Figure 1. Routed metal per tile (run 1).
(3 px per um) The die is cut into 25 by 25 equal tiles; black is low, pale yellow is high, scaled to the fullest tile. Values are wire area over tile area, all layers added.
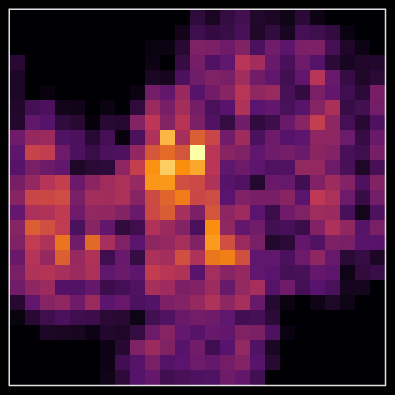
Figure 2. Sizing map (run 1).
(4 px per um)
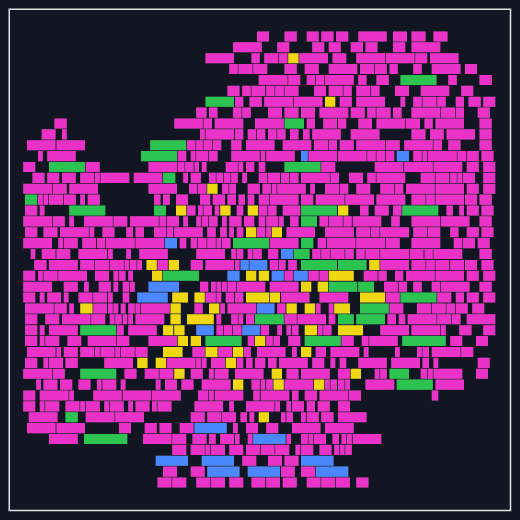
Figure 3. The metal 3 layer (run 1).
(4 px per um)
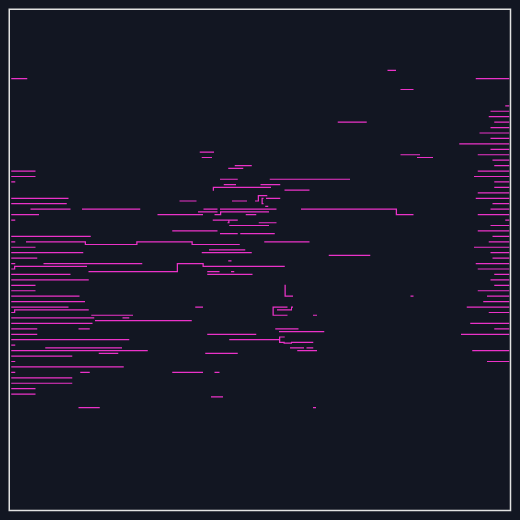
Figure 4. Routed clock nets over the placement (run 1).
(3 px per um)
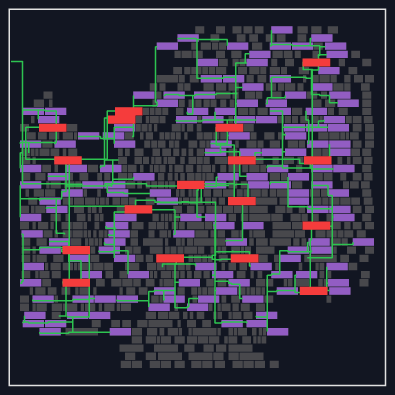
**src/rtl/arduino_mem_loader.sv**
```systemverilog
// Byte-serial loader: a host strobes opcode/argument bytes that select one of four
// memory banks, set a 14-bit address, and write or read single bytes with auto-increment.
module arduino_mem_loader (
   input  logic        sysclk,
   input  logic        arduino_reset,
   input  logic        arduino_strobe,
   input  logic [7:0]  arduino_din,
   output logic        arduino_ack,
   output logic [7:0]  arduino_dout,
   output logic        loader_error,

   input  logic [7:0]  mem_src_dout,
   output logic [7:0]  mem_src_din,
   output logic [13:0] mem_src_ad,
   output logic        mem_src_ce,
   output logic        mem_src_wre,
   output logic        mem_src_oce,
   output logic        mem_src_clk,

   input  logic [7:0]  mem_key_dout,
   output logic [7:0]  mem_key_din,
   output logic [13:0] mem_key_ad,
   output logic        mem_key_ce,
   output logic        mem_key_wre,
   output logic        mem_key_oce,
   output logic        mem_key_clk,

   input  logic [7:0]  mem_cmd_dout,
   output logic [7:0]  mem_cmd_din,
   output logic [13:0] mem_cmd_ad,
   output logic        mem_cmd_ce,
   output logic        mem_cmd_wre,
   output logic        mem_cmd_oce,
   output logic        mem_cmd_clk,

   input  logic [7:0]  mem_dst_dout,
   output logic [7:0]  mem_dst_din,
   output logic [13:0] mem_dst_ad,
   output logic        mem_dst_ce,
   output logic        mem_dst_wre,
   output logic        mem_dst_oce,
   output logic        mem_dst_clk
);

   localparam int unsigned DW = 8;
   localparam int unsigned AW = 14;
   localparam int unsigned NB = 4;

   typedef enum logic [2:0] {
      S_IDLE, S_DECODE, S_MEM_SETUP, S_MEM_CLKH, S_MEM_CLKL, S_ACK
   } state_t;

   typedef enum logic [2:0] {
      P_OP, P_BANK, P_ADDR_HI, P_ADDR_LO, P_WDATA
   } parse_t;

   logic strobe_meta, strobe_sync;

   state_t              state_q, state_n;
   parse_t              parse_q, parse_n;
   logic [DW-1:0]       byte_q, byte_n;
   logic [1:0]          bank_q, bank_n;
   logic [AW-1:0]       addr_q, addr_n;
   logic                read_q, read_n;
   logic                ack_q, ack_n;
   logic [DW-1:0]       dout_q, dout_n;
   logic                err_q, err_n;
   logic [NB-1:0]       ce_q, ce_n, wre_q, wre_n, oce_q, oce_n, mclk_q, mclk_n;
   logic [NB-1:0][AW-1:0] ad_q, ad_n;
   logic [NB-1:0][DW-1:0] din_q, din_n;
   logic [DW-1:0]       rd_data;
   logic                mem_go;

   always_comb begin
      unique case (bank_q)
         2'd0:    rd_data = mem_src_dout;
         2'd1:    rd_data = mem_key_dout;
         2'd2:    rd_data = mem_cmd_dout;
         default: rd_data = mem_dst_dout;
      endcase
   end

   // Next-state, byte parser and registered-output next values
   always_comb begin
      state_n = state_q;
      parse_n = parse_q;
      byte_n  = byte_q;
      bank_n  = bank_q;
      addr_n  = addr_q;
      read_n  = read_q;
      ack_n   = ack_q;
      dout_n  = dout_q;
      err_n   = err_q;
      ce_n    = ce_q;
      wre_n   = wre_q;
      oce_n   = oce_q;
      mclk_n  = mclk_q;
      ad_n    = ad_q;
      din_n   = din_q;
      mem_go  = 1'b0;

      unique case (state_q)
         S_IDLE: begin
            if (strobe_sync) begin
               byte_n  = arduino_din;
               state_n = S_DECODE;
            end
         end
         S_DECODE: begin
            unique case (parse_q)
               P_OP: begin
                  unique case (byte_q)
                     8'h00: ;
                     8'h01: err_n = 1'b0;
                     8'h10: parse_n = P_BANK;
                     8'h20: parse_n = P_ADDR_HI;
                     8'h30: parse_n = P_WDATA;
                     8'h40: begin
                        mem_go = 1'b1;
                        read_n = 1'b1;
                     end
                     default: err_n = 1'b1;
                  endcase
               end
               P_BANK: begin
                  bank_n  = byte_q[1:0];
                  parse_n = P_OP;
               end
               P_ADDR_HI: begin
                  addr_n[AW-1:8] = byte_q[5:0];
                  parse_n        = P_ADDR_LO;
               end
               P_ADDR_LO: begin
                  addr_n[7:0] = byte_q;
                  parse_n     = P_OP;
               end
               P_WDATA: begin
                  mem_go  = 1'b1;
                  read_n  = 1'b0;
                  parse_n = P_OP;
               end
               default: parse_n = P_OP;
            endcase
            if (mem_go) begin
               state_n        = S_MEM_SETUP;
               ce_n[bank_q]   = 1'b1;
               ad_n[bank_q]   = addr_q;
               if (read_n) begin
                  oce_n[bank_q] = 1'b1;
               end else begin
                  wre_n[bank_q] = 1'b1;
                  din_n[bank_q] = byte_q;
               end
            end else begin
               state_n = S_ACK;
               ack_n   = 1'b1;
            end
         end
         S_MEM_SETUP: begin
            state_n        = S_MEM_CLKH;
            mclk_n[bank_q] = 1'b1;
         end
         S_MEM_CLKH: begin
            // Ack rises together with the falling bank clock so a memory byte acks at T+4
            state_n = S_MEM_CLKL;
            mclk_n  = '0;
            ce_n    = '0;
            wre_n   = '0;
            oce_n   = '0;
            ack_n   = 1'b1;
            if (read_q) dout_n = rd_data;
         end
         S_MEM_CLKL: begin
            state_n = S_ACK;
            addr_n  = addr_q + AW'(1);
         end
         S_ACK: begin
            if (!strobe_sync) begin
               state_n = S_IDLE;
               ack_n   = 1'b0;
            end
         end
         default: state_n = S_IDLE;
      endcase
   end

   always_ff @(posedge sysclk) begin
      if (arduino_reset) begin
         strobe_meta <= 1'b0;
         strobe_sync <= 1'b0;
         state_q     <= S_IDLE;
         parse_q     <= P_OP;
         byte_q      <= '0;
         bank_q      <= '0;
         addr_q      <= '0;
         read_q      <= 1'b0;
         ack_q       <= 1'b0;
         dout_q      <= '0;
         err_q       <= 1'b0;
         ce_q        <= '0;
         wre_q       <= '0;
         oce_q       <= '0;
         mclk_q      <= '0;
         ad_q        <= '0;
         din_q       <= '0;
      end else begin
         strobe_meta <= arduino_strobe;
         strobe_sync <= strobe_meta;
         state_q     <= state_n;
         parse_q     <= parse_n;
         byte_q      <= byte_n;
         bank_q      <= bank_n;
         addr_q      <= addr_n;
         read_q      <= read_n;
         ack_q       <= ack_n;
         dout_q      <= dout_n;
         err_q       <= err_n;
         ce_q        <= ce_n;
         wre_q       <= wre_n;
         oce_q       <= oce_n;
         mclk_q      <= mclk_n;
         ad_q        <= ad_n;
         din_q       <= din_n;
      end
   end

   assign arduino_ack  = ack_q;
   assign arduino_dout = dout_q;
   assign loader_error = err_q;

   assign mem_src_din = din_q[0];
   assign mem_src_ad  = ad_q[0];
   assign mem_src_ce  = ce_q[0];
   assign mem_src_wre = wre_q[0];
   assign mem_src_oce = oce_q[0];
   assign mem_src_clk = mclk_q[0];

   assign mem_key_din = din_q[1];
   assign mem_key_ad  = ad_q[1];
   assign mem_key_ce  = ce_q[1];
   assign mem_key_wre = wre_q[1];
   assign mem_key_oce = oce_q[1];
   assign mem_key_clk = mclk_q[1];

   assign mem_cmd_din = din_q[2];
   assign mem_cmd_ad  = ad_q[2];
   assign mem_cmd_ce  = ce_q[2];
   assign mem_cmd_wre = wre_q[2];
   assign mem_cmd_oce = oce_q[2];
   assign mem_cmd_clk = mclk_q[2];

   assign mem_dst_din = din_q[3];
   assign mem_dst_ad  = ad_q[3];
   assign mem_dst_ce  = ce_q[3];
   assign mem_dst_wre = wre_q[3];
   assign mem_dst_oce = oce_q[3];
   assign mem_dst_clk = mclk_q[3];

endmodule

```
**config.mk**
```make
export PLATFORM = sky130hd
export DESIGN_NAME = arduino_mem_loader
export DESIGN_NICKNAME = d
export VERILOG_FILES = /design/src/rtl/arduino_mem_loader.sv
export SDC_FILE = /design/constraint.sdc
export NUM_CORES = 1
export LEC_CHECK = 0
export CAP_MARGIN = 30
export CORE_MARGIN = 3
export CORE_UTILIZATION = 44
export CTS_CLUSTER_DIAMETER = 200
export DETAILED_ROUTE_END_ITERATION = 10
export HOLD_SLACK_MARGIN = 0.08
export PLACE_DENSITY = 0.87
export SYNTH_ARGS = -nofsm -noshare
export SYNTH_HDL_FRONTEND = slang
export SYNTH_SLANG_ARGS = --single-unit
```
**constraint.sdc**
```tcl
create_clock -name sysclk -period 1.8 [get_ports sysclk]
set_input_delay 0.54 -clock sysclk [delete_from_list [all_inputs] [get_ports sysclk]]
set_output_delay 0.54 -clock sysclk [all_outputs]
set_load 0.02 [all_outputs]
```
==> CHANGELOG.md, run 1 <==
### Physical design

- Status: finished with violations
- Failing checks: negative setup slack
- Critical Path Max Stage Delay: 0.56 ns
- Hold Path Class: flip-flop to flip-flop
- Dpl hpwl: 11700 um
- Total CTS buffers: 17
- DP Cell Count: 971
- Number of synthesized register bits: 147
- R2R Setup Slk: -0.009 ns
- Hold Slack: 0.442 ns
- Post-synth top cells: 147 x dfxtp_1, 90 x mux2i_1, 72 x nand2b_1
- Worst slew pin tran: 0.466 ns
- Post-CTS Setup Bufs: 3
- CTS tree: yes
- Top cells excl fill/tap: 145 x dfxtp_1, 114 x dlygate4sd2_1, 90 x mux2i_1
- Logic area: 3050 um2
- Dominant flop cell: dfxtp_1
- Syn nets: 685
- Antenna viol nets, final: 0
- Max-area cell share: 0.473
- Die Area: 15600 um2
- Crit. path cell count: 6
- Clock transition at path regs: 0.07 ns
- Top cell category: logic gates
- Yosys cell types: 57
- Clk tree area frac: 0.0688
- Yosys cell count: 641
- Dpl cell area: 8210 um2
- Yosys top cell by area: dfxtp_1
- GR Layer Usage met1: 0.266
- Post-route cell area: 8710 um2
- CTS Sinks: 147
- Rows: 42
- H-tree Lvls: 4
- Fin util: 0.643
- Inverters: 6
- Setup Viol. Count Final: 3
- DIE WIDTH: 125 um
- Hold buffer count at cts: 0
- Layout Nets: 862
- Most frequent cell after synthesis: dfxtp_1
- Final hold viol count: 0
- Multiplexer share: 0.174
- Logic family by area: simple AND/OR/NAND/NOR gates
- Most used logic cell in the final layout: dfxtp_1
- Cycle use final: 1.01
- Vias per cell: 5.32
- Met2 Use GR: 0.351
- Root Driver: clkbuf_16
- Critical path peak fanout: 8
- Synth Instances: 641
- Drt first pass iters: 5
- Slowest cell on crit path: or4b_4
- Worst Slack Setup Final: -0.00945 ns
- Yosys xor share: 0
- Drt drc: 0
- YS warnings: 0
- Top cells by area, synth: dfxtp_1 47%, mux2i_1 14%, nand2b_1 7.2%
- Flop count: 147
- Antenna fix cells: 0
- FFs w/ async S/R, synth: 0
- Power density cells: 848 nW/um2
- DR WL/cell: 16.7 um
- Clk buf depth: 2
- Initial antenna violation count: 0
- Chip Height: 125 um
- Flop area: 2950 um2
- Layout cells sized above 1: 0.132
- Post-Syn Area per Cell: 9.71 um2
- Number of enable flip-flop cells: 0
- CP Capture Type: flip-flop
- Synth Seq Share: 0.473
- GPL Wtd Cong: 0.893
- R2r endpoint: mem_dst_ad[11]
- FP Util: 0.459
- Post-Layout Cell Count: 1007
- R2R depth: 6
- Peak supply drop: 0.606 mV
Back to the opening pictures, Figure 1:
densest ninth of the die: center
tiles over half the peak: 7.5%
nearly empty tiles: 20%
fullest tile: 0.74
emptiest ninth of the die: upper left
drt total wl: 16800 um
via count: 5360

Back to the opening pictures, Figure 2:
[magenta] drive 1 or less | cells: 721 | share: 87%
[yellow] drive 3 to 4 | cells: 52 | share: 6.3%
[blue] drive 2 | cells: 22 | share: 2.6%
[green] drive 6 and up | cells: 36 | share: 4.3%
area grow syn2layout: 40.0%
Signal buffers: 205

Back to the opening pictures, Figure 3:
longest straight run: 33.8 um
nets with wire on the layer: 130
GR Util met3: 0.0627

Back to the opening pictures, Figure 4:
[green] clock wires | length: 1740 um
[red] cells driving clock nets | count: 17
[purple] flip-flops | count: 147
routed clock nets: 18
P_clk: 3.57 mW
Insertion Delay late pin: 0.43 ns
clock power share: 0.483
Final Skew: 0.00746 ns

[run 1: power by group]
part	leakage, nW	internal, mW	total [mW]	switching, mW
combinational	2.75	0.265	0.517	0.252
sequential	1.19	3.28	3.30	0.0212
clock	0.292	2.14	3.57	1.43
[run 1: cell families (layout without fill, tap and decap cells)]
group,after synthesis,in the layout
multiplexers,98,98
AND/OR/NAND/NOR,260,260
AND-OR/OR-AND,82,82
buffers and inverters,53,243
flip-flops,147,147
adder cells (fa/ha/maj),1,1
[run 1: state kept, by name, indices dropped and copies added (netlist names), 14 cells and up]
register,count
mem_dst_ad,14
mem_key_ad,14
addr_q,14
mem_src_ad,14
mem_cmd_ad,14
==> inputs of run 2 (changes only) <==
MAX_ROUTING_LAYER = met4   (was default)
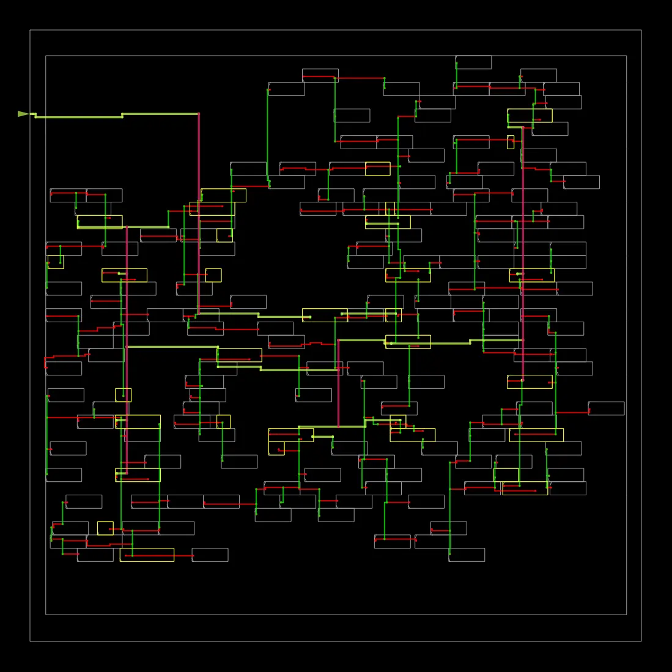
Figure 5: run 2, the clock network.
flop count: 147
clock buffers: 20
P_clk: 3.56 mW
CTS Sinks: 147
Final Skew: 0.00547 ns

==> run 2 against run 1 <==
  * The flow still finishes with violations (negative setup slack)
  * Routed wire length down 0.22%
  * Synthesized cell count is the same
  * Critical path depth unchanged
  * Sequential cell count unchanged
  * Fmax fell by 0.36%
  * First-iteration DRC count shrank 12%
  * Total power about the same
  * Clock-buffer cell count unchanged
  * Combinational power about the same
  * Worst setup slack got worse by 0.0065 ns
  * Area after synthesis unchanged
  * Critical path type unchanged
  * Largest cell class unchanged
  * Largest power group unchanged
==> CHANGELOG.md, run 2 <==
### Physical design

- Multiplexer share: 0.174 (unchanged)
- Post-Syn Area per Cell: 9.71 um2 (unchanged)
- Synth Instances: 641 (unchanged)
- Combinational power share: 0.070 (about the same)
- Signal buffers: 205 (unchanged)
- Std-Cell Core Area: 13600 um2
- Chip Height: 125 um (unchanged)
- Number of synthesized register bits: 147 (unchanged)
- Root Driver: clkbuf_16
- Top cells excl fill/tap: 145 x dfxtp_1, 114 x dlygate4sd2_1, 90 x mux2i_1
- DR WL/cell: 16.7 um (-0.22%)
- Setup Viol. Count Final: 8 (+5)
- Vias per cell: 5.30 (-0.43%)
- Layout Nets: 862 (unchanged)
- Post-route cell area: 8710 um2 (unchanged)
- Clock power share: 0.483 (about the same)
- Syn nets: 685 (unchanged)
- Layout cells sized above 1: 0.132 (unchanged)
- Clock transition at path regs: 0.06 ns (about the same)
- GRT Total Usage: 0.219
- Hold Path Class: flip-flop to flip-flop
- Final hold viol count: 0 (unchanged)
- Layout non-clock buf frac: 0.215
- Part of the power in registers: 0.447 (about the same)
- Logic area: 3050 um2 (unchanged)
- Clk tree area frac: 0.0688 (unchanged)
- Top cell category: logic gates
- Clk buf depth: 2 (unchanged)
- Yosys cell count: 641 (unchanged)
- FFs w/ async S/R, synth: 0 (unchanged)
- Status: finished with violations
- Cell leakage power: 4.23 nW
- Startpoint of the worst hold path: ce_q[2]
- Most used logic cell in the final layout: dfxtp_1
- Drt first pass iters: 5 (unchanged)
- Crit path DRT: 2.10 ns
- GPL Wtd Cong: 0.908 (+1.7%)
- Yosys xor share: 0 (unchanged)
- FP Util: 0.459 (unchanged)
- Post-Layout Cell Count: 1007 (unchanged)
- Dpl hpwl: 11700 um (unchanged)
- Dominant flop cell: dfxtp_1
- YS warnings: 0 (unchanged)
- CP startpoint kind: flip-flop
- Max-area cell share: 0.473 (unchanged)
- Hold Crit Depth: 2
- R2r endpoint: mem_dst_ad[11]
- Critical Path Max Stage Delay: 0.56 ns (about the same)
- Boundary Pins: 157
- Most frequent cell after synthesis: dfxtp_1
- Antenna viol nets, final: 0 (unchanged)
- Syn Std Cell Area: 6220 um2
- Worst Slack Setup Final: -0.0160 ns (-0.00655 ns)
- DP Cell Count: 971 (unchanged)
- CP Capture Type: flip-flop
- Rows: 42 (unchanged)
- Hold Path Sink: ce_q[2]
- Crit. Startpoint: byte_q[4]
- Total CTS buffers: 17 (unchanged)
- Number of enable flip-flop cells: 0 (unchanged)
- H-tree Lvls: 4 (unchanged)
- Yosys top cell by area: dfxtp_1
- Crit path max-delay family: simple AND/OR/NAND/NOR gates
- Post-route setup TNS: -0.0466 ns
- Failing checks: negative setup slack
- Logic share of the area: 0.350
- DIE WIDTH: 125 um (unchanged)
- Peak supply drop: 0.609 mV (+0.39%)
- Cycle use final: 1.01 (+0.00364)
- Switch share: 0.230 (-0.000379)
- Setup CP Type: flip-flop to flip-flop
- Synth Area in Compound Gates: 0.0828
- Worst Setup EP: mem_dst_ad[11]
- Sw Pwr: 1.70 mW (-0.21%)
- Arrival time worst endpoint: 2.12 ns
- Dpl cell area: 8210 um2 (unchanged)
- Slowest cell on crit path: or4b_4
- Flop area: 2950 um2 (unchanged)
- Critical path peak fanout: 8 (unchanged)
- Antenna fix cells: 0 (unchanged)
- Yosys cell types: 57 (unchanged)
- R2R depth: 6 (unchanged)
- Logic family by area: simple AND/OR/NAND/NOR gates
- Flop share of the area: 0.338
- Synth Seq Share: 0.473 (unchanged)
- Die Area: 15600 um2 (unchanged)
- Area grow syn2layout: 40.0% (unchanged)
- Simple-Gate Area Share: 0.230
- Inverters: 6 (unchanged)
- R2R Setup Slk: -0.02 ns (about the same)
- Drt drc: 0 (unchanged)
- Crit. path cell count: 6 (unchanged)
- Tap Cells: 176
- Insertion Delay late pin: 0.43 ns (about the same)
- Largest net degree at the start of global routing: 51
- Power density cells: 847 nW/um2 (about the same)
- Fin util: 0.643 (unchanged)
- Hold Slack: 0.443 ns (+0.0000620 ns)
- Chip Area, Yosys: 6220 um2
- Internal: 5.68 mW (about the same)
- Hold buffer count at cts: 0 (unchanged)
- Post-synth top cells: 147 x dfxtp_1, 90 x mux2i_1, 72 x nand2b_1
- Initial antenna violation count: 0 (unchanged)
- Worst slew pin tran: 0.465 ns (-0.00160 ns)
- Fa+ha+maj area frac: 0.00201
- CTS tree: yes
- Top cells by area, synth: dfxtp_1 47%, mux2i_1 14%, nand2b_1 7.2%
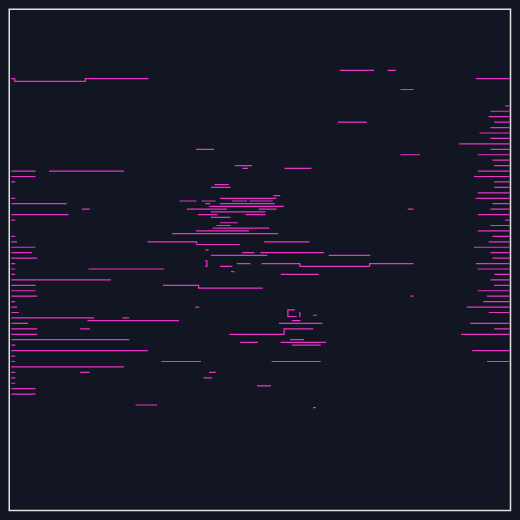
Figure 6: run 2, the metal 3 layer.
(4 px per um)
main direction: horizontal
nets with wire on the layer: 126
wire length on this layer: 1090 um
via count: 5337
GR Util met3: 0.0512
drt total wl: 16800 um

run 2: cell counts in the layout (fill, tap and decap cells not counted):
Identical to the previous run, type by type.
run 2: what timing repair did:
item / in CTS / in global routing
endpoints found under the setup margin: 122 / 49
pin swaps: 1 / 2
setup buffers: 3 / 1
resized: 114 / 5
endpoints found under the hold margin: 0 / 0
run 2: per-layer routing:
layer	vias up	track usage	routed length (um)
li1	2586	-	-
met1	2510	0.273	7400
met2	215	0.351	8000
met3	26	0.0512	1090
met4	0	0.0759	282
met5	-	-	0
run 2: power by group through the flow:
stage,Sequential [mW],Clock [mW],Combinational (mW)
after CTS,3.30,3.62,0.506
after global routing,3.30,3.75,0.552
after detailed placement,3.37,0,0.501
after floorplan,3.38,0,0.266
after global placement,3.37,0,0.493
final,3.30,3.56,0.517
==> inputs of run 3 (changes only) <==
GPL_TIMING_DRIVEN = 0   (was default)
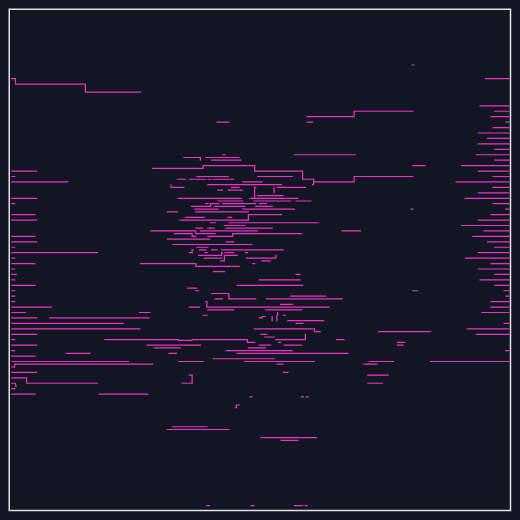
Figure 7: run 3, the metal 3 layer.
(4 px per um)
share of all routed wire: 8.4%
wire length on this layer: 1650 um
nets with wire on the layer: 168
longest straight run: 34.5 um
via count: 5736
drt total wl: 19800 um
GR Util met3: 0.0704

==> run 3 against run 2 <==
  * The flow still finishes with violations (negative setup slack)
  * Combinational power grew 16%
  * Total power up 2.3%
  * Fmax is 5.1% lower
  * Clock skew rose by 0.00081 ns
  * Critical path depth is the same
  * Via count up 7.5%
  * Sequential power about the same
  * Clock-buffer cell count increased by 2
  * Cell area up 3.4%
  * First-iteration DRC count grew 30%
  * Routed wire length up 18%
  * Clock power is 2% higher
  * Largest cell class unchanged
==> CHANGELOG.md, run 3 <==
### Physical design

- Final hold viol count: 0 (unchanged)
- Most frequent cell after synthesis: dfxtp_1
- DIE WIDTH: 125 um (unchanged)
- Logic area: 3210 um2 (+5.3%)
- Simple-Gate Area Share: 0.230 (unchanged)
- Count of pins over their slew limit: 0
- Met2 Use GR: 0.403 (+0.0515)
- Area grow syn2layout: 44.8%
- Antenna viol nets, final: 0 (unchanged)
- Arrival time worst endpoint: 2.21 ns (+0.09 ns)
- Worst slew pin tran: 0.732 ns (+0.267 ns)
- Global-route wire length before repair: 29800 um
- Max Used Layer: met4
- Hold Crit Depth: 2 (unchanged)
- Multiplexer share: 0.174 (unchanged)
- Post-synth top cells: 147 x dfxtp_1, 90 x mux2i_1, 72 x nand2b_1
- Hold Path Sink: arduino_dout[4]
- Peak supply drop: 0.740 mV (+22%)
- Slowest cell on crit path: or4b_4
- Status: finished with violations
- Top cells excl fill/tap: 137 x dfxtp_1, 114 x dlygate4sd2_1, 89 x mux2i_1
- Cycle use final: 1.06 (+0.0544)
- Top pwr grp: clock
- R2R Setup Slk: -0.11 ns (-0.10 ns)
- Boundary Pins: 157 (unchanged)
- Sw Pwr: 1.71 mW (+0.57%)
- Dominant flop cell: dfxtp_1
- Worst Setup EP: mem_cmd_ad[11]
- Number of enable flip-flop cells: 0 (unchanged)
- GRT Residual Overflow: 0
- Yosys cell count: 641 (unchanged)
- Chip Area, Yosys: 6220 um2 (unchanged)
- Initial antenna violation count: 0 (unchanged)
- Combinational power share: 0.079 (+0.009)
- DR WL/cell: 19.3 um (+16%)
- FP Util: 0.459 (unchanged)
- Yosys cell types: 57 (unchanged)
- Flop area: 2970 um2 (+0.68%)
- Drt drc: 0 (unchanged)
- GR peak layer: met2
- Comb power: 599 uW (+16%)
- Die Area: 15600 um2 (unchanged)
- Syn Std Cell Area: 6220 um2 (unchanged)
- Port Buffers: 155
- DP Cell Count: 972 (+0.10%)
- CP Capture Type: flip-flop
- FFs w/ async S/R, synth: 0 (unchanged)
- GPL Wtd Cong: 0.877 (-3.3%)
- Relative slew slack: 0.511
- Wl on met1: 7950 um (+7.4%)
- Clock transition at path regs: 0.06 ns (about the same)
- Syn nets: 685 (unchanged)
- Hold Path Class: flip-flop to flip-flop
- H-tree Lvls: 4 (unchanged)
- Power density cells: 838 nW/um2 (-1.1%)
- Crit path DRT: 2.10 ns (about the same)
- Post-Layout Cell Count: 1026 (+1.9%)
- Vias in the first global route: 5645
- R2r endpoint: mem_cmd_ad[11]
- Largest net degree at the start of global routing: 17 (-67%)
- CTS tree: yes
- YS warnings: 0 (unchanged)
- Drt initial violations: 510
- GRT Total Usage: 0.245 (+0.0256)
- Routed wl met2: 9590 um (+20%)
- Worst Slack Setup Final: -0.114 ns (-0.0979 ns)
- Crit path cell chain: or4b_4, o21bai_4, buf_12, nand3_4, buf_8, mux2i_2
- Synth Area in Compound Gates: 0.0828 (unchanged)
- Internal: 5.85 mW (+2.9%)
- Layout Nets: 882 (+2.3%)
- Number of synthesized register bits: 147 (unchanged)
- OpenROAD warning count: 29
- Unrepaired setup endpoints after global routing: true
- Final worst path period need: 1.91 ns
- Post-route setup TNS: -2.04 ns (-1.99 ns)
- Overall power: 7.55 mW
- Critical path peak fanout: 7 (-1)
- Std-Cell Core Area: 13600 um2 (unchanged)
- Post-Syn Area per Cell: 9.71 um2 (unchanged)
- Insertion Delay late pin: 0.42 ns (about the same)
- Wire length on met3: 1650 um (+52%)
- Dpl hpwl: 12200 um (+4.0%)
- Clk buf depth: 2 (unchanged)
- Most used logic cell in the final layout: dfxtp_1
- Hold Slack: 0.456 ns (+0.0138 ns)
- Fa+ha+maj area frac: 0.00201 (unchanged)
- Fin util: 0.665 (+0.0221)
- Setup Viol. Count Final: 50 (+42)
- # fillers: 1012
- Cell leakage power: 4.28 nW (+1.2%)
- Switch share: 0.226 (-0.00396)
- Yosys top cell by area: dfxtp_1
- Clock power share: 0.482 (about the same)
- GR Layer Usage met1: 0.287 (+0.0138)
- Crit. Startpoint: byte_q[0]
- Synth Seq Share: 0.473 (unchanged)
- Chip Height: 125 um (unchanged)
- Drt first pass iters: 8 (+3)
- Top cells by area, synth: dfxtp_1 47%, mux2i_1 14%, nand2b_1 7.2%
- Logic family by area: simple AND/OR/NAND/NOR gates
- CTS Sinks: 147 (unchanged)
- Rows: 42 (unchanged)
- Seq pwr: 3.31 mW (about the same)
- Setup CP Type: flip-flop to flip-flop
- Vias per cell: 5.59 (+5.5%)
- Max-area cell share: 0.473 (unchanged)
- Synth Instances: 641 (unchanged)
- CP startpoint kind: flip-flop
- Yosys xor share: 0 (unchanged)
- Failing checks: negative setup slack
- Part of the power in registers: 0.438 (-0.009)
- Layout cells sized above 1: 0.158 (+0.0253)
- Startpoint of the worst hold path: arduino_dout[4]
- R2R depth: 6 (unchanged)
- Antenna fix cells: 0 (unchanged)
- Critical Path Max Stage Delay: 0.56 ns (about the same)
- Dpl cell area: 8020 um2 (-2.3%)
- Post-route cell area: 9010 um2 (+3.4%)
- Root Driver: clkbuf_16
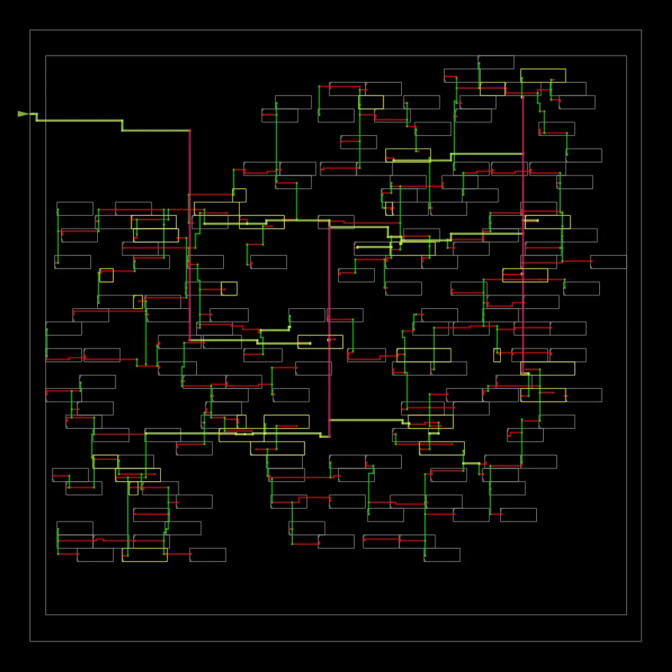
Figure 8: run 3, the clock network.
clock buffers: 22
P_clk: 3.64 mW
Final Skew: 0.00628 ns
total CTS buffers: 17

run 3: cell counts after synthesis:
No cell type changed its count.
run 3: what timing repair did:
action                     in CTS  in global routing
gates cloned                    3                  0
setup endpoints to repair     252                123
pin swaps                       6                 10
gates resized                 149                 32
hold buffers                    0                  0
buffers inserted               19                 13
run 3: final cells by class:
class	count	area share
Timing Repair Buffer	190	0.200
Buffer	35	0.0212
Tap cell	176	0.0244
Multi-Input combinational cell	441	0.356
Clock buffer	22	0.0526
Clock inverter	9	0.0143
Inverter	6	0.00250
Sequential cell	147	0.329
run 3: worst max-delay path: cells and delay by family (launching register included):
kind / cells / cell delay [ns]
muxes: 1 / 0.14
and+or+nand+nor: 2 / 0.71
DFF: 1 / 0.36
AOI/OAI and AO/OA: 1 / 0.19
buffers and inverters: 2 / 0.38
No activity file was given, so power comes from the tool's default toggle rates.
